Figure 1. M2 wires (run 1).
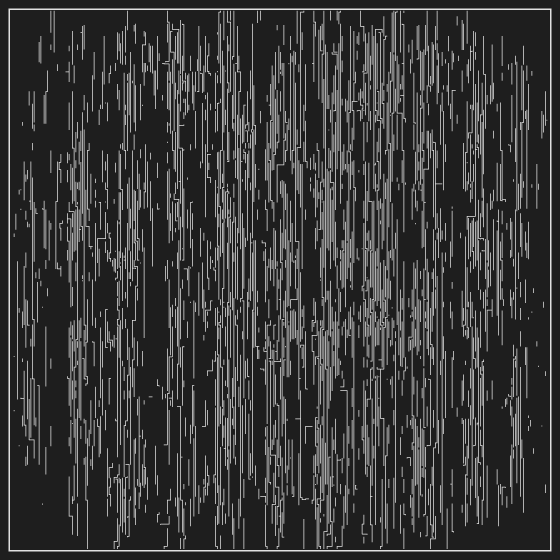
Figure 2. Clock routing (run 1).
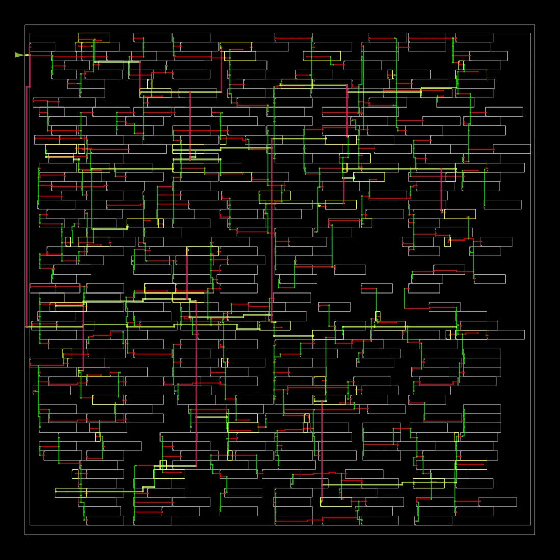
Figure 3. Metal 1 (run 1).
Supply wires on this layer in grey.
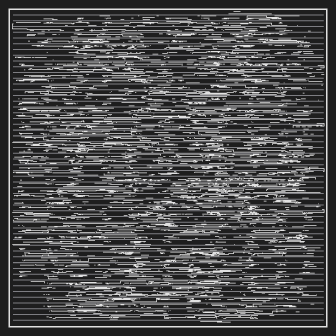
--- src/rtl/prefix32_result_stage.sv ---
// Result stage behind a fixed-latency 32-bit prefix adder: carries tag/MSBs through a LATENCY-deep
// line, captures sum/cout with NZCV flags into a FWFT FIFO. Optional macro: PREFIX32_RES_PARITY_EN.
module prefix32_result_stage #(
  parameter int LATENCY = 5,
  parameter int DEPTH   = 8
) (
  input  logic        clk,
  input  logic        reset,
  input  logic        flush,
  input  logic        issue_valid,
  output logic        issue_ready,
  input  logic [3:0]  issue_tag,
  input  logic        issue_a31,
  input  logic        issue_b31,
  input  logic [31:0] sum,
  input  logic        cout,
  output logic        res_valid,
  input  logic        res_ready,
  output logic [31:0] res_data,
  output logic [3:0]  res_tag,
  output logic [3:0]  res_flags
`ifdef PREFIX32_RES_PARITY_EN
  ,
  output logic        res_par
`endif
);

  // DEPTH is a power of two >= 2, so pointers wrap by natural overflow.
  localparam int AW = $clog2(DEPTH);
  localparam int CW = $clog2(DEPTH + 1);

  // Handshakes: an issue fires when issue_valid && issue_ready at a rising edge; a result pops when
  // res_valid && res_ready at a rising edge. Payloads must be stable while valid is high and ready low.

  logic [LATENCY-1:0] r_dl_valid;
  logic [3:0]         r_dl_tag [LATENCY];
  logic               r_dl_a31 [LATENCY];
  logic               r_dl_b31 [LATENCY];

  logic [31:0]        r_mem_data  [DEPTH];
  logic [3:0]         r_mem_tag   [DEPTH];
  logic [3:0]         r_mem_flags [DEPTH];
`ifdef PREFIX32_RES_PARITY_EN
  logic               r_mem_par   [DEPTH];
`endif

  logic [AW-1:0]      r_wr_ptr;
  logic [AW-1:0]      r_rd_ptr;
  logic [CW-1:0]      r_fifo_count;
  logic [CW-1:0]      r_inflight;

  logic [CW:0]        w_occupancy;
  logic               w_accept;
  logic               w_push;
  logic               w_pop;
  logic [3:0]         w_flags;

  // Occupancy counts every accepted op, so a result leaving the line always has a free slot.
  assign w_occupancy = {1'b0, r_fifo_count} + {1'b0, r_inflight};
  assign issue_ready = !flush && (w_occupancy < (CW + 1)'(DEPTH));
  assign w_accept    = issue_valid && issue_ready;
  assign w_push      = r_dl_valid[LATENCY-1];
  assign res_valid   = (r_fifo_count != '0);
  assign w_pop       = res_valid && res_ready;

  assign w_flags = {sum[31],
                    (sum == 32'd0),
                    cout,
                    (r_dl_a31[LATENCY-1] == r_dl_b31[LATENCY-1]) && (sum[31] != r_dl_a31[LATENCY-1])};

  always_ff @(posedge clk or negedge reset) begin
    if (!reset) begin
      r_dl_valid <= '0;
    end else if (flush) begin
      r_dl_valid <= '0;
    end else begin
      r_dl_valid[0] <= w_accept;
      for (int i = 1; i < LATENCY; i++) begin
        r_dl_valid[i] <= r_dl_valid[i-1];
      end
    end
  end

  // Payload shifts every cycle; only the valid bit decides whether it means anything.
  always_ff @(posedge clk) begin
    r_dl_tag[0] <= issue_tag;
    r_dl_a31[0] <= issue_a31;
    r_dl_b31[0] <= issue_b31;
    for (int i = 1; i < LATENCY; i++) begin
      r_dl_tag[i] <= r_dl_tag[i-1];
      r_dl_a31[i] <= r_dl_a31[i-1];
      r_dl_b31[i] <= r_dl_b31[i-1];
    end
  end

  always_ff @(posedge clk) begin
    if (w_push) begin
      r_mem_data[r_wr_ptr]  <= sum;
      r_mem_tag[r_wr_ptr]   <= r_dl_tag[LATENCY-1];
      r_mem_flags[r_wr_ptr] <= w_flags;
`ifdef PREFIX32_RES_PARITY_EN
      r_mem_par[r_wr_ptr]   <= ^sum;
`endif
    end
  end

  always_ff @(posedge clk or negedge reset) begin
    if (!reset) begin
      r_wr_ptr     <= '0;
      r_rd_ptr     <= '0;
      r_fifo_count <= '0;
      r_inflight   <= '0;
    end else if (flush) begin
      r_wr_ptr     <= '0;
      r_rd_ptr     <= '0;
      r_fifo_count <= '0;
      r_inflight   <= '0;
    end else begin
      if (w_push) r_wr_ptr <= r_wr_ptr + AW'(1);
      if (w_pop)  r_rd_ptr <= r_rd_ptr + AW'(1);
      case ({w_push, w_pop})
        2'b10:   r_fifo_count <= r_fifo_count + CW'(1);
        2'b01:   r_fifo_count <= r_fifo_count - CW'(1);
        default: r_fifo_count <= r_fifo_count;
      endcase
      case ({w_accept, w_push})
        2'b10:   r_inflight <= r_inflight + CW'(1);
        2'b01:   r_inflight <= r_inflight - CW'(1);
        default: r_inflight <= r_inflight;
      endcase
    end
  end

  // Outputs are forced to zero when empty so reset clears them without resetting the storage.
  always_comb begin
    res_data  = '0;
    res_tag   = '0;
    res_flags = '0;
    if (res_valid) begin
      res_data  = r_mem_data[r_rd_ptr];
      res_tag   = r_mem_tag[r_rd_ptr];
      res_flags = r_mem_flags[r_rd_ptr];
    end
  end

`ifdef PREFIX32_RES_PARITY_EN
  always_comb begin
    res_par = 1'b0;
    if (res_valid) res_par = r_mem_par[r_rd_ptr];
  end
`endif

endmodule

--- config.mk ---
export PLATFORM = sky130hd
export DESIGN_NAME = prefix32_result_stage
export DESIGN_NICKNAME = d
export VERILOG_FILES = /design/src/rtl/prefix32_result_stage.sv
export SDC_FILE = /design/constraint.sdc
export NUM_CORES = 1
export LEC_CHECK = 0
export CAP_MARGIN = 20
export CORE_UTILIZATION = 63
export CTS_CLUSTER_SIZE = 28
export DETAILED_ROUTE_END_ITERATION = 12
export GPL_TIMING_DRIVEN = 0
export PLACE_DENSITY_LB_ADDON = 0.05
export SKIP_CTS_REPAIR_TIMING = 1
export SLEW_MARGIN = 20
export SYNTH_ARGS = -nofsm -noshare
export SYNTH_HDL_FRONTEND = slang
export SYNTH_SLANG_ARGS = --single-unit
--- constraint.sdc ---
create_clock -name clk -period 8.3 [get_ports clk]
set_input_delay 0.83 -clock clk [delete_from_list [all_inputs] [get_ports clk]]
set_output_delay 0.83 -clock clk [all_outputs]
set_load 0.05 [all_outputs]
==> summary.txt, run 1 <==
Observations from the implementation run.

Place:
- The run gives the routability congestion estimate as 0.789.
- The run gives the total cell area at the placement stage as 15300 sq um.

GRT:
- The number of antenna violations at the first check in global routing was 0.
- For this run the aggregate overflow at the end of global routing stands at 0.
- The run puts the via count of the first global-routing pass at 7150.
- The run puts the first-pass GRT wire length at 41.8 mm.
- The run puts the global-route total usage across every layer at 0.263.
- Entering global routing, the biggest net connects 20 pins.

Min path:
- The run gives the endpoint of the worst hold path as r_dl_tag[0][18].
- The run puts the number of stages on the worst hold path at 0.
- The run gives the class of the tightest hold or removal check as reg2reg.
- For the worst min-delay path, the startpoint reported by OpenROAD is r_dl_tag[0][14].

Route:
- The run gives the average wire per cell in the routed design as 24.9 um.
- After the first detailed-routing iteration, the DRC count stood at 601.
- The run gives the number of detailed-routing iterations run before antenna repair as 5.
- The run puts the number of nets with antenna violations after routing at 0.

Cells and area:
- The run gives the ratio of cells with drive above 1 in the final layout as 0.216.
- Once layout is done, the placed cells without fillers occupy 16500 sq um.
- The run gives the area used by multi-input combinational logic as 3100 sq um.
- The run gives the non-clock buffer contribution to total cell area as 0.0847.
- Measured on the finished design, the core utilization comes to 0.778.
- The run gives the number of non-clock inverters as 5.
- The run puts the count of non-filler cells in the finished layout at 1104.
- The run puts the clock distribution area overhead in the final layout at 0.0700.
- The run puts the count of antenna diodes in the layout at 0.
- Summing all flip-flop and latch instances after layout gives 10400 sq um.

Critical path:
- The run gives the endpoint of the worst register-to-register path as r_inflight[3].
- The critical path ends at res_data[24].
- The run puts the arrival time of the worst setup path at 3660 ps.
- The critical path crosses 5 cells after its start point.
- The cell sequence reported for the critical path is nor4_1, clkbuf_1, buf_1, nor2_1, clkdlybuf4s50_1.
- The run gives the worst stage delay on the critical path as 740 ps.
- The startpoint identified for the worst register-to-register timing path is r_fifo_count[3].
- STA lists the maximum fanout along the critical path as 10.
- The run gives the type of element capturing the critical path as a primary output.
- The run puts the buffer-and-inverter tally for the worst setup path at 3.
- By startpoint and endpoint, the worst setup path is classified as reg2out.
- Tracing the worst setup path back leads to its startpoint at r_fifo_count[0].
- STA classifies the critical path startpoint as a flip-flop.
- The report puts the cell count of the worst reg-to-reg path at 9.

Logic synthesis:
- The run puts the gate count after technology mapping at 656.
- The run gives the chip area in the Yosys report as 13600 sq um.
- The run gives the netlist area before placement as 13600 sq um.
- The run puts the share of synthesized cell area in full adder, half adder and majority cells at 0.0112.
- Yosys stat counts 656 cells in the synthesized netlist.
- The run gives the number of synthesized register bits as 361.
- sky130_fd_sc_hd__edfxtp_1 takes more of the synthesized area than any other cell.
- The run puts the count of warnings emitted by yosys at 0.
- The run puts the multiplexer share of the synthesized area at 0.164.
- The net count after synthesis is 711.
- The synthesis report lists the most area-consuming cells as sky130_fd_sc_hd__edfxtp_1, sky130_fd_sc_hd__mux4_2, sky130_fd_sc_hd__dfxtp_1, sky130_fd_sc_hd__dfrtp_1, sky130_fd_sc_hd__mux2i_1.
- Yosys mapped a number of flops with a built-in enable equal to 312.
- The run gives the proportion of synthesized chip area in sequential cells as 0.765.
- The run gives the most common flop cell mapped by yosys as sky130_fd_sc_hd__edfxtp_1.
- The area fraction of the largest cell type after synthesis is 0.686.
- The run puts the fraction of synthesized cell area in xor and xnor cells at 0.00449.
- The run gives the post-synthesis compound-gate area fraction as 0.00834.

Pwr:
- The run puts the total power density per cell area at 312 nW/um^2.
- The run gives the overall power of the completed layout as 5.13 mW.

Floorplan:
- The run puts the die width at 149 um.
- After floorplanning, the die was sized to cover 22300 sq um.
- The initialized floorplan defines 53 standard-cell rows.
- The run gives the count of pins on the block boundary as 86.
- The initial utilization of the core area, before any placement, comes to 0.645.
- The run gives the core outline area as 21200 sq um.

Clock tree:
- The run gives the clock latency of the later-clocked register in the worst-skew pair as 510 ps.
- CTS reports a maximum clock tree buffer depth of 3.
- The run puts the number of buffers inserted during clock tree synthesis at 37.
- The run gives the CTS clock-pin slew for the worst setup and hold paths as 60 ps.
- The run puts the H-tree depth at 2.
- In this run the clock root is driven by a sky130_fd_sc_hd__clkbuf_16.

STA:
- The run puts the setup violation total in the final timing report at 0.
- The most critical hold endpoint after final layout shows a slack of 318 ps.
- The run gives the remaining max-slew budget at the tightest pin as 0.342.
- The run gives the hold violation total from the final report as 0.
- The run puts the slew at the pin closest to its max-slew limit at 988 ps.
- The run puts the setup TNS at 0 ps.
- Setup repair after global routing left no endpoint under its margin.
- In the final report, the number of pins over their slew limit comes to 0.

Status:
- The flow ran to the end, and the final reports show no timing, DRC or antenna violations.

Job:
- The logs give a warning total of 26.
## Picture notes: Figure 1
nets with wire on the layer: 786
longest straight run: 75.1 um
main direction: vertical
share of all routed wire: 51%
wire length on this layer: 14100 um
number of vias after detailed routing: 6772
wire length after detailed routing: 27.5 mm
GR Layer Usage met2: 0.443

## Picture notes: Figure 2
post-route clock skew: 16.1 ps
Clock Power: 1.55 mW

## Picture notes: Figure 3
nets with wire on the layer: 808
longest straight run: 41.9 um
main direction: horizontal
wire length on this layer: 10900 um

==> run 1: per-layer routing <==
metal | global-route usage | share of wire | up-vias
met5 | 0 | 0 | -
met4 | 0.0913 | 0.026 | 0
met3 | 0.0428 | 0.062 | 57
met2 | 0.443 | 0.51 | 265
met1 | 0.354 | 0.40 | 3504
li1 | - | - | 2946
==> run 1: logic make-up (layout without fill, tap and decap cells) <==
| family | Yosys count | count (layout) |
|---|---|---|
| and+or+nand+nor | 102 | 102 |
| muxes | 126 | 126 |
| xor gates and xnor gates | 7 | 7 |
| adders and majority gates | 11 | 11 |
| buffers and inverters | 36 | 209 |
| DFF | 361 | 361 |
| AOI/OAI and AO/OA | 13 | 13 |
==> run 1: synthesized netlist by cell type, drive strengths merged (2+ instances only) <==
cell type and instances:
mux4 78, clkbuf 14, inv 5, nor2 59, xnor2 5, nand2b 6, dfxtp 30, nor3 3
mux2 4, ha 9, nor2b 6, a211oi 3, dfrtp 19, xor2 2, fa 2, nand2 6
nor4 9, and2 2, buf 17, a21oi 6, and2b 3, nand3 2, nand4 2, and3 2
edfxtp 312, mux2i 44
==> run 1: flip-flops by register name, summed over array words and instances, names as in the netlist <==
name	cells
r_mem_tag	32
r_dl_a31	5
r_mem_flags	30
r_wr_ptr	3
r_rd_ptr	3
r_fifo_count	4
r_mem_data	250
r_dl_b31	5
r_inflight	4
r_dl_tag	20
r_dl_valid	5
==> run 1: where the power goes <==
part | switching, mW | leakage, nW | internal (mW)
combinational | 0.976 | 1.49 | 0.578
clock | 0.643 | 0.562 | 0.909
sequential | 0.0286 | 3.31 | 1.99
total | 1.65 | 5.36 | 3.48
==> run 2, diff against run 1 <==
--- a/config.mk
+++ b/config.mk
@@ -6,7 +6,7 @@
 export NUM_CORES = 1
 export LEC_CHECK = 0
 export CAP_MARGIN = 20
-export CORE_UTILIZATION = 63
+export CORE_UTILIZATION = 59
 export CTS_CLUSTER_SIZE = 28
 export DETAILED_ROUTE_END_ITERATION = 12
 export GPL_TIMING_DRIVEN = 0
==> constraint.sdc (replaced) <==
create_clock -name clk -period 4.15 [get_ports clk]
set_input_delay 0.415 -clock clk [delete_from_list [all_inputs] [get_ports clk]]
set_output_delay 0.415 -clock clk [all_outputs]
set_load 0.05 [all_outputs]
Figure 4. The metal 4 layer (run 2).
Scale bar: 50 um. Supply wires on this layer in grey.
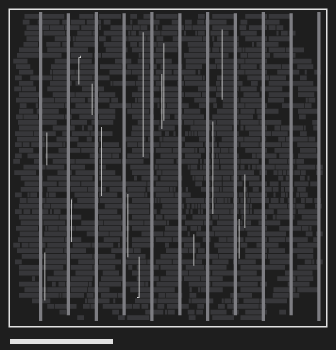
main direction: vertical
wire length on this layer: 437 um
share of all routed wire: 1.6%
nets with wire on the layer: 9
number of vias after detailed routing: 6745
wire length after detailed routing: 27.6 mm

Figure 5. The metal 3 layer (run 2).
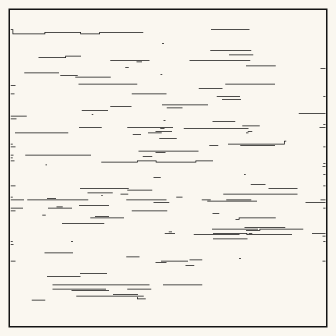
nets with wire on the layer: 97
share of all routed wire: 5.6%
main direction: horizontal
met3 Usage GRT: 0.0392

==> run 2 against run 1 <==
  * Critical path depth did not move
  * Via count fell by 0.40%
  * Sequential share of layout area rose by 0.092 points
  * Global-route usage fell by 2.1 points
  * Combinational power rose by 100%
  * Synthesized cell count did not move
  * Power rose by 97%
  * Worst hold slack improved by 6.5 ps
  * Register-to-register slack got worse by 4200 ps
  * Critical path type unchanged
==> summary.txt, run 2 <==
Observations from the implementation run.

Status:
- Outcome: finished, final reports clean (unchanged).

Logic synthesis:
- The number of synthesized register bits is 361 (unchanged).
- The most popular library cell in the synthesized design by count is sky130_fd_sc_hd__edfxtp_1 (unchanged).
- The area share of the leading cell type in the synthesized netlist was 0.686 (unchanged).
- The run puts the number of distinct library cells after synthesis at 36 (unchanged).
- The run puts the number of enable flip-flop cells at 312 (unchanged).
- Ranking of synthesized cells by instance count: sky130_fd_sc_hd__edfxtp_1, sky130_fd_sc_hd__mux4_2, sky130_fd_sc_hd__nor2_1, sky130_fd_sc_hd__mux2i_1, sky130_fd_sc_hd__dfxtp_1 (unchanged).
- The run gives the largest family of logic cells by area as multiplexers (unchanged).
- The biggest area consumer among synthesized cells is sky130_fd_sc_hd__edfxtp_1 (unchanged).
- The gate count after technology mapping came to 656 (unchanged).
- The most common flop cell mapped by yosys is sky130_fd_sc_hd__edfxtp_1 (unchanged).
- The basic-gate share of the synthesized area counting and, or, nand and nor cells is 0.0350 (unchanged).
- The fraction of synthesized cell area in xor and xnor cells came to 0.00449 (unchanged).
- The run puts the chip area in the Yosys report at 13600 sq um (unchanged).
- The multiplexer share of the synthesized area is 0.164 (unchanged).
- The mean area per synthesized cell came to 20.8 sq um (unchanged).
- The netlist area before placement came to 13600 sq um (unchanged).
- The post-synthesis async set-or-reset flop share is 0.0526 (unchanged).
- The run gives the share of synthesized cell area in full adder, half adder and majority cells as 0.0112 (unchanged).
- The run gives the post-synthesis compound-gate area fraction as 0.00834 (unchanged).
- The run gives the count of warnings emitted by yosys as 0 (unchanged).
- The run gives the yosys cell count as 656 (unchanged).
- The run gives the number of nets produced by synthesis as 711 (unchanged).
- Leading cell types by total area after synthesis: sky130_fd_sc_hd__edfxtp_1, sky130_fd_sc_hd__mux4_2, sky130_fd_sc_hd__dfxtp_1, sky130_fd_sc_hd__dfrtp_1, sky130_fd_sc_hd__mux2i_1 (unchanged).
- The proportion of synthesized chip area in sequential cells is 0.765 (unchanged).

Critical path:
- The cell count of the worst reg-to-reg path came to 9 (unchanged).
- The worst path required time was 3730 ps (was 7470 ps).
- The type of the setup path with the least slack was reg2out (unchanged).
- The critical register-to-register path startpoint is r_fifo_count[3] (unchanged).
- The critical path capture point is res_data[27] (was res_data[24]).
- The endpoint of the worst register-to-register path was r_inflight[3] (unchanged).
- The worst-path cell with the longest stage delay was sky130_fd_sc_hd__clkdlybuf4s50_1 (unchanged).
- The type of element capturing the critical path is a primary output (unchanged).
- The run puts the worst stage delay on the critical path at 740 ps (about the same).
- The first element of the critical path is r_fifo_count[0] (unchanged).
- The run gives the worst reg-to-reg setup slack as 950 ps (was 5150 ps).
- The run gives the arrival time of the worst setup path as 3380 ps (was 3660 ps).
- The run puts the maximum fanout along the worst path at 10 (unchanged).
- The element type at the critical path start was a flip-flop (unchanged).
- Series of cell instances along the critical path: nor4_2, clkbuf_2, buf_1, nor2_1, clkdlybuf4s50_1 (was nor4_1, clkbuf_1, buf_1, nor2_1, clkdlybuf4s50_1).

Place:
- The routability congestion estimate is 0.763 (was 0.789).
- The run puts the HPWL reported at the end of detailed placement at 17.5 mm (was 17.6 mm).
- The run gives the worst slack after detailed placement as 463 ps (was 4340 ps).
- The number of port buffers was 85 (unchanged).

Route:
- The post-detailed-route DRC marker count was 0 (unchanged).
- The run puts the via density per instance at 6.05 (was 6.13).
- The number of DRC markers in iteration 0 was 487 (was 601).
- The average wire per cell in the routed design was 24.8 um (was 24.9 um).
- The run puts the number of nets with antenna violations after routing at 0 (unchanged).
- The number of detailed-routing iterations run before antenna repair is 5 (unchanged).

Min path:
- The class of the tightest hold or removal check is reg2reg (unchanged).
- The run gives the number of stages on the worst hold path as 0 (unchanged).
- The run gives the endpoint of the worst hold path as r_dl_a31[0][2] (was r_dl_tag[0][18]).
- The hold path startpoint was r_dl_a31[0][1] (was r_dl_tag[0][14]).

Floorplan:
- The run puts the die width at 154 um (was 149 um).
- The run gives the core outline area as 22600 sq um (was 21200 sq um).
- The chip area was 23700 sq um (was 22300 sq um).
- The overall die height came to 154 um (was 149 um).
- The run puts the count of pins on the block boundary at 86 (unchanged).
- The initial core utilization was 0.603 (was 0.645).
- The run puts the standard-cell row count at 55 (was 53).

Clock tree:
- The run puts the number of buffers on the longest clock path at 3 (unchanged).
- The CTS tree is done (unchanged).
- The run gives the number of sinks driven by the clock tree as 361 (unchanged).
- The run puts the CTS clock-pin slew for the worst setup and hold paths at 70 ps (was 60 ps).
- The number of buffers inserted during clock tree synthesis came to 36 (was 37).
- The library cell used as clock root buffer is sky130_fd_sc_hd__clkbuf_16 (unchanged).
- The run puts the clock latency of the later-clocked register in the worst-skew pair at 520 ps (was 510 ps).
- The run gives the H-tree depth as 2 (unchanged).

STA:
- The run puts the timing-limited maximum frequency at 0.264 GHz.
- The run puts the worst setup skew after layout at 16.6 ps (was 16.1 ps).
- The run puts the remaining max-slew budget at the tightest pin at 0.357 (was 0.342).
- The run puts the minimum hold slack at 325 ps (was 318 ps).
- The run gives the hold violation total from the final report as 0 (unchanged).
- The run puts the count of pins over their slew limit at 0 (unchanged).
- The run gives the slew at the pin closest to its max-slew limit as 964 ps (was 988 ps).
- The run puts the setup violation total in the final timing report at 0 (unchanged).
- Unrepaired setup endpoints after global routing: no (unchanged).
- The run gives the portion of the clock cycle consumed by the worst path in the final layout as 0.913.
- The run gives the shortest clock period the worst path allows after layout as 3790 ps.
- The run puts the least setup slack across all paths after layout at 360 ps (was 3810 ps).

Cells and area:
- Highest-count cells in the layout ignoring fill and taps: sky130_fd_sc_hd__edfxtp_1, sky130_fd_sc_hd__clkdlybuf4s50_1, sky130_fd_sc_hd__mux4_2 (unchanged).
- The run puts the final-stage net count at 857 (unchanged).
- The area growth from synthesis to layout came to 20.4% (was 20.6%).
- The register ranked first by flip-flop count is r_mem_data (unchanged).
- Registers with the highest flip-flop counts: r_mem_data x250, r_mem_tag x32, r_mem_flags x30 (unchanged).
- The run gives the number of flip-flops under the largest register name as 250 (unchanged).
- The top logic cell by instance count in the layout was sky130_fd_sc_hd__edfxtp_1 (unchanged).
- The run puts the final design utilization at 0.726 (was 0.778).
- The run gives the count of antenna diodes in the layout as 0 (unchanged).
- The run gives the ratio of cells with drive above 1 in the final layout as 0.218 (was 0.216).

GRT:
- The run gives the number of antenna violations at the first check in global routing as 0 (unchanged).
- The run puts the global-route total usage across every layer at 0.242 (was 0.263).
- The run gives the via count of the first global-routing pass as 6966 (was 7150).
- The run puts the largest net degree at the start of global routing at 21 (was 20).
- The run puts the first-pass GRT wire length at 41.7 mm (was 41.8 mm).
- The total global routing overflow is 0 (unchanged).

Pwr:
- The run gives the total power density per cell area as 616 nW/um^2 (was 312 nW/um^2).
- The reported leakage power is 5.35 nW (was 5.36 nW).
- The run gives the peak supply drop as 0.496 mV (was 0.265 mV).

Job:
- The run gives the number of max-cap violations as 0 (unchanged).
- The run gives the number of logged tool warnings as 26 (unchanged).
## run 2: cell counts after synthesis
Identical to the previous run, type by type.
## run 2: cell type report
class	count	area [sq um]
clock buffer	53	1000
timing repair buffer	108	1280
inverter	5	18.8
fill	1317	6210
multi-input combinational	259	3110
clock inverter	12	76.3
buffer	31	139
tap	285	357
sequential	361	10400
## run 2: logic make-up (layout without fill, tap and decap cells)
kind of cell | after synthesis | after routing
buf+inv | 36 | 209
xor+xnor | 7 | 7
fa+ha+maj | 11 | 11
compound gates | 13 | 13
flops | 361 | 361
simple gates | 102 | 102
mux | 126 | 126
## run 2: through the flow
step,total power [mW],std cells,area (sq um),TNS [ps]
2_1_floorplan,6.24,656,13600,0
3_3_place_gp,7.19,1026,14900,-354670
3_5_place_dp,7.24,1049,15300,0
4_1_cts,10.2,1114,16400,-649
5_1_grt,10.5,1114,16400,0
6_report,10.1,1114,16400,0
## run 2: metal layers
layer / part of all wire / vias up / track usage
li1: - / 2939 / -
met4: 0.016 / 0 / 0.0686
met2: 0.51 / 232 / 0.397
met3: 0.056 / 36 / 0.0392
met1: 0.42 / 3538 / 0.342
met5: 0 / - / 0
## run 2: power breakdown
part           internal (mW)  total [mW]  switching [mW]  leakage, nW
clock                   1.69        2.97            1.28        0.532
sequential              3.99        4.04          0.0569         3.31
combinational           1.16        3.11            1.95         1.50
total                   6.84        10.1            3.29         5.35
## run 2: worst max-delay path, delay by kind of cell, from the launching register on
| family | cells | cell delay (ps) |
|---|---|---|
| buffers and inverters | 3 | 1700 |
| DFF | 1 | 480 |
| and+or+nand+nor | 2 | 680 |
==> run 3, diff against run 2 <==
--- a/config.mk
+++ b/config.mk
@@ -7,6 +7,7 @@
 export LEC_CHECK = 0
 export CAP_MARGIN = 20
 export CORE_UTILIZATION = 59
+export CTS_CLUSTER_DIAMETER = 150
 export CTS_CLUSTER_SIZE = 28
 export DETAILED_ROUTE_END_ITERATION = 12
 export GPL_TIMING_DRIVEN = 0
Figure 6. Clock routing (run 3).
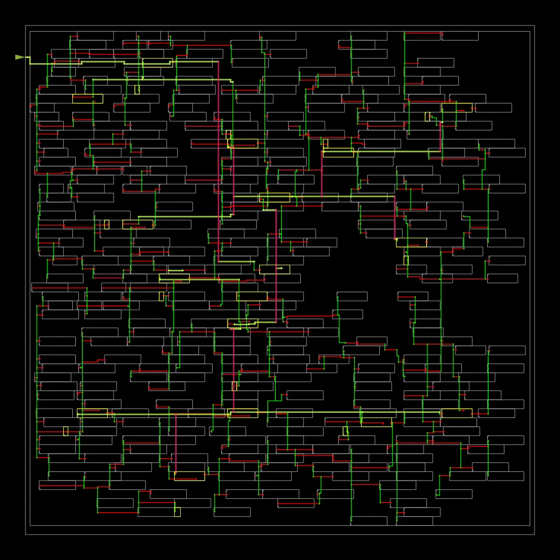
Inserted Clock Buffers: 16
Clock Power: 1.80 mW
post-route clock skew: 33.5 ps
Sink Count: 361

Figure 7. M2 wires (run 3).
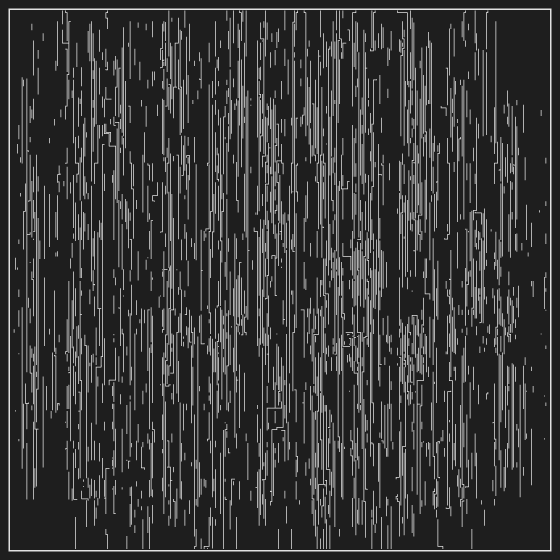
number of vias after detailed routing: 6605
wire length after detailed routing: 27.0 mm
GR Layer Usage met2: 0.392

==> run 3 against run 2 <==
  * Global-route usage down 0.68 points
  * Via count down 2.1%
  * Utilization down 2.7 points
  * Die size unchanged
  * Sequential power about the same
  * Design area down 3.7%
  * Synthesized cell count unchanged
  * Register-to-register slack about the same
  * Combinational power about the same
  * Maximum frequency down 0.75%
  * Critical path type unchanged
==> summary.txt, run 3 <==
Observations from the implementation run.

STA:
- The setup violation total in the final timing report was 0 (unchanged).
- The run gives the count of pins over their slew limit as 0 (unchanged).
- The run puts the shortest clock period the worst path allows after layout at 3820 ps (was 3790 ps).
- The run gives the hold violation total from the final report as 0 (unchanged).
- Unrepaired setup endpoints after global routing: no (unchanged).
- The run gives the timing-limited maximum frequency as 0.262 GHz (was 0.264 GHz).
- The run puts the setup TNS at 0 ps (unchanged).
- The minimum hold slack was 325 ps (about the same).
- The run puts the remaining max-slew budget at the tightest pin at 0.359 (was 0.357).
- The slew at the pin closest to its max-slew limit came to 962 ps (was 964 ps).
- The portion of the clock cycle consumed by the worst path in the final layout is 0.920 (was 0.913).

Logic synthesis:
- The run gives the most common flop cell mapped by yosys as sky130_fd_sc_hd__edfxtp_1 (unchanged).
- The biggest area consumer among synthesized cells is sky130_fd_sc_hd__edfxtp_1 (unchanged).
- The run gives the gate count after technology mapping as 656 (unchanged).
- The post-synthesis async set-or-reset flop share came to 0.0526 (unchanged).
- The run gives the number of nets produced by synthesis as 711 (unchanged).
- The largest family of logic cells by area is multiplexers (unchanged).
- Ranking of synthesized cells by instance count: sky130_fd_sc_hd__edfxtp_1, sky130_fd_sc_hd__mux4_2, sky130_fd_sc_hd__nor2_1, sky130_fd_sc_hd__mux2i_1, sky130_fd_sc_hd__dfxtp_1 (unchanged).
- The share of synthesized cell area in full adder, half adder and majority cells came to 0.0112 (unchanged).
- The run gives the netlist area before placement as 13600 sq um (unchanged).
- The count of warnings emitted by yosys was 0 (unchanged).
- The run puts the number of distinct library cells after synthesis at 36 (unchanged).
- The run gives the mean area per synthesized cell as 20.8 sq um (unchanged).
- The run puts the yosys cell count at 656 (unchanged).
- Leading cell types by total area after synthesis: sky130_fd_sc_hd__edfxtp_1, sky130_fd_sc_hd__mux4_2, sky130_fd_sc_hd__dfxtp_1, sky130_fd_sc_hd__dfrtp_1, sky130_fd_sc_hd__mux2i_1 (unchanged).
- The run puts the basic-gate share of the synthesized area counting and, or, nand and nor cells at 0.0350 (unchanged).
- The multiplexer share of the synthesized area is 0.164 (unchanged).
- The run puts the chip area in the Yosys report at 13600 sq um (unchanged).
- The most popular library cell in the synthesized design by count is sky130_fd_sc_hd__edfxtp_1 (unchanged).
- The run gives the number of synthesized register bits as 361 (unchanged).
- The run gives the area share of the leading cell type in the synthesized netlist as 0.686 (unchanged).
- The run gives the fraction of synthesized cell area in xor and xnor cells as 0.00449 (unchanged).
- The run gives the post-synthesis compound-gate area fraction as 0.00834 (unchanged).
- The run gives the number of enable flip-flop cells as 312 (unchanged).
- The proportion of synthesized chip area in sequential cells was 0.765 (unchanged).

Pwr:
- The run gives the overall power of the completed layout as 8.94 mW (was 10.1 mW).
- The run puts the reported leakage power at 5.04 nW (was 5.35 nW).
- The run gives the peak supply drop as 0.491 mV (was 0.496 mV).
- The run gives the total power density per cell area as 565 nW/um^2 (was 616 nW/um^2).

Cells and area:
- The run gives the ratio of cells with drive above 1 in the final layout as 0.187 (was 0.218).
- Registers with the highest flip-flop counts: r_mem_data x250, r_mem_tag x32, r_mem_flags x30 (unchanged).
- The run gives the top logic cell by instance count in the layout as sky130_fd_sc_hd__edfxtp_1 (unchanged).
- The final-stage net count came to 837 (was 857).
- The run puts the number of flip-flops under the largest register name at 250 (unchanged).
- The run gives the count of antenna diodes in the layout as 0 (unchanged).
- The register ranked first by flip-flop count is r_mem_data (unchanged).
- Highest-count cells in the layout ignoring fill and taps: sky130_fd_sc_hd__edfxtp_1, sky130_fd_sc_hd__clkdlybuf4s50_1, sky130_fd_sc_hd__mux4_2 (unchanged).
- The run puts the final design utilization at 0.699 (was 0.726).
- The run puts the area growth from synthesis to layout at 15.9% (was 20.4%).
- The run gives the summed area of non-filler cells in the final layout as 15800 sq um (was 16400 sq um).

Critical path:
- The run puts the maximum fanout along the worst path at 10 (unchanged).
- The run gives the type of the setup path with the least slack as reg2out (unchanged).
- The element type at the critical path start is a flip-flop (unchanged).
- The run puts the worst stage delay on the critical path at 740 ps (about the same).
- The run gives the buffer-and-inverter tally for the worst setup path as 3 (unchanged).
- Series of cell instances along the critical path: nor4_2, clkbuf_2, buf_1, nor2_1, clkdlybuf4s50_1 (unchanged).
- The worst path required time was 3730 ps (about the same).
- The kind of cell with the highest combined delay on the critical path was buffers and inverters (unchanged).
- The run gives the worst-path cell with the longest stage delay as sky130_fd_sc_hd__clkdlybuf4s50_1 (unchanged).
- The arrival time of the worst setup path came to 3400 ps (was 3380 ps).
- The run gives the type of element capturing the critical path as a primary output (unchanged).

Clock tree:
- The run gives the H-tree depth as 1 (was 2).
- The CTS tree is done (unchanged).
- The run gives the clock latency of the later-clocked register in the worst-skew pair as 520 ps (about the same).
- The run gives the number of buffers on the longest clock path as 3 (unchanged).
- The run puts the CTS clock-pin slew for the worst setup and hold paths at 110 ps (was 70 ps).
- The library cell used as clock root buffer is sky130_fd_sc_hd__clkbuf_16 (unchanged).

Job:
- The run gives the number of max-cap violations as 0 (unchanged).
- The run gives the number of logged tool warnings as 26 (unchanged).

GRT:
- The largest net degree at the start of global routing is 30 (was 21).
- The run gives the via count of the first global-routing pass as 6739 (was 6966).
- The total global routing overflow was 0 (unchanged).
- The layer with the highest usage after global routing is met2 (unchanged).
- The run gives the number of antenna violations at the first check in global routing as 0 (unchanged).
- The run gives the global-route total usage across every layer as 0.235 (was 0.242).
- The run puts the first-pass GRT wire length at 40.8 mm (was 41.7 mm).
- The run puts the met1 global-route usage at 0.341 (was 0.342).
- The run puts the met3 usage at 0.0316 (was 0.0392).

Status:
- Outcome: finished, final reports clean (unchanged).

Route:
- The run gives the number of DRC markers in iteration 0 as 614 (was 487).
- The uppermost layer routed is met4 (unchanged).
- The post-detailed-route DRC marker count came to 0 (unchanged).
- The run gives the routed length on met2 as 13.7 mm (was 14.0 mm).
- The number of nets with antenna violations after routing came to 0 (unchanged).
- The run puts the met1 layer wirelength in the final routing at 11.6 mm (about the same).
- The run puts the number of detailed-routing iterations run before antenna repair at 5 (unchanged).
- The run gives the via density per instance as 6.13 (was 6.05).
- The run gives the routed length on met3 as 1.35 mm (was 1.54 mm).
- The run gives the average wire per cell in the routed design as 25.1 um (was 24.8 um).

Floorplan:
- The run puts the count of pins on the block boundary at 86 (unchanged).
- The die width was 154 um (unchanged).
- The overall die height came to 154 um (unchanged).
- The standard-cell row count is 55 (unchanged).
- The chip area was 23700 sq um (unchanged).
- The run puts the core outline area at 22600 sq um (unchanged).
- The initial core utilization was 0.603 (unchanged).

Min path:
- The class of the tightest hold or removal check was reg2reg (unchanged).

Place:
- The run puts the total cell area at the placement stage at 15300 sq um (unchanged).
- The HPWL reported at the end of detailed placement is 17.5 mm (unchanged).
- The routability congestion estimate came to 0.763 (unchanged).
- The run puts the number of port buffers at 85 (unchanged).
run 3: cell counts after synthesis:
No cell type changed its count.
run 3: stage by stage:
stage,instances,worst slack [ps]
3_5_place_dp,1049,463
6_report,1077,331
2_1_floorplan,656,173
4_1_cts,1077,-133
5_1_grt,1077,183
3_3_place_gp,1026,-2700
run 3: area by class of cell:
class | count | area (sq um)
clock inverter | 1 | 5.00
buffer | 31 | 139
tap | 285 | 357
clock buffer | 27 | 463
sequential | 361 | 10400
timing repair buffer | 108 | 1280
inverter | 5 | 18.8
fill | 1383 | 6820
multi-input combinational | 259 | 3110
run 3: final timing paths:
kind / from / endpoint / slack, ps / depth (start not counted)
min: r_dl_tag[0][9] / r_dl_tag[0][13] / 330 / 0
max reg2reg: r_fifo_count[3] / r_inflight[3] / 940 / 9
min reg2reg: r_dl_tag[0][9] / r_dl_tag[0][13] / 330 / 0
min in group asynchronous: reset / r_fifo_count[3] / 420 / 1
max in group asynchronous: reset / r_rd_ptr[1] / 3130 / 1
max: r_fifo_count[0] / res_data[27] / 330 / 5
run 3: kinds of logic (layout without fill, tap and decap cells):
group / count (synthesis) / after routing
AOI/OAI and AO/OA: 13 / 13
DFF: 361 / 361
adders and majority gates: 11 / 11
and+or+nand+nor: 102 / 102
buffers and inverters: 36 / 172
muxes: 126 / 126
xor gates and xnor gates: 7 / 7
run 3: report_power, final:
| group | leakage, nW | internal, mW | switching, mW |
|---|---|---|---|
| logic | 1.50 | 1.16 | 1.94 |
| clock network | 0.225 | 0.777 | 1.02 |
| registers | 3.31 | 3.98 | 0.0577 |
| total | 5.04 | 5.92 | 3.02 |
run 3: worst reg2reg max path: cells and delay by family (launching register included):
family | cells | cell delay, ps
compound gates | 1 | 290
fa+ha+maj | 2 | 700
simple gates | 4 | 1110
mux | 2 | 510
flops | 1 | 470
Power is estimated from default activity; no workload was simulated.
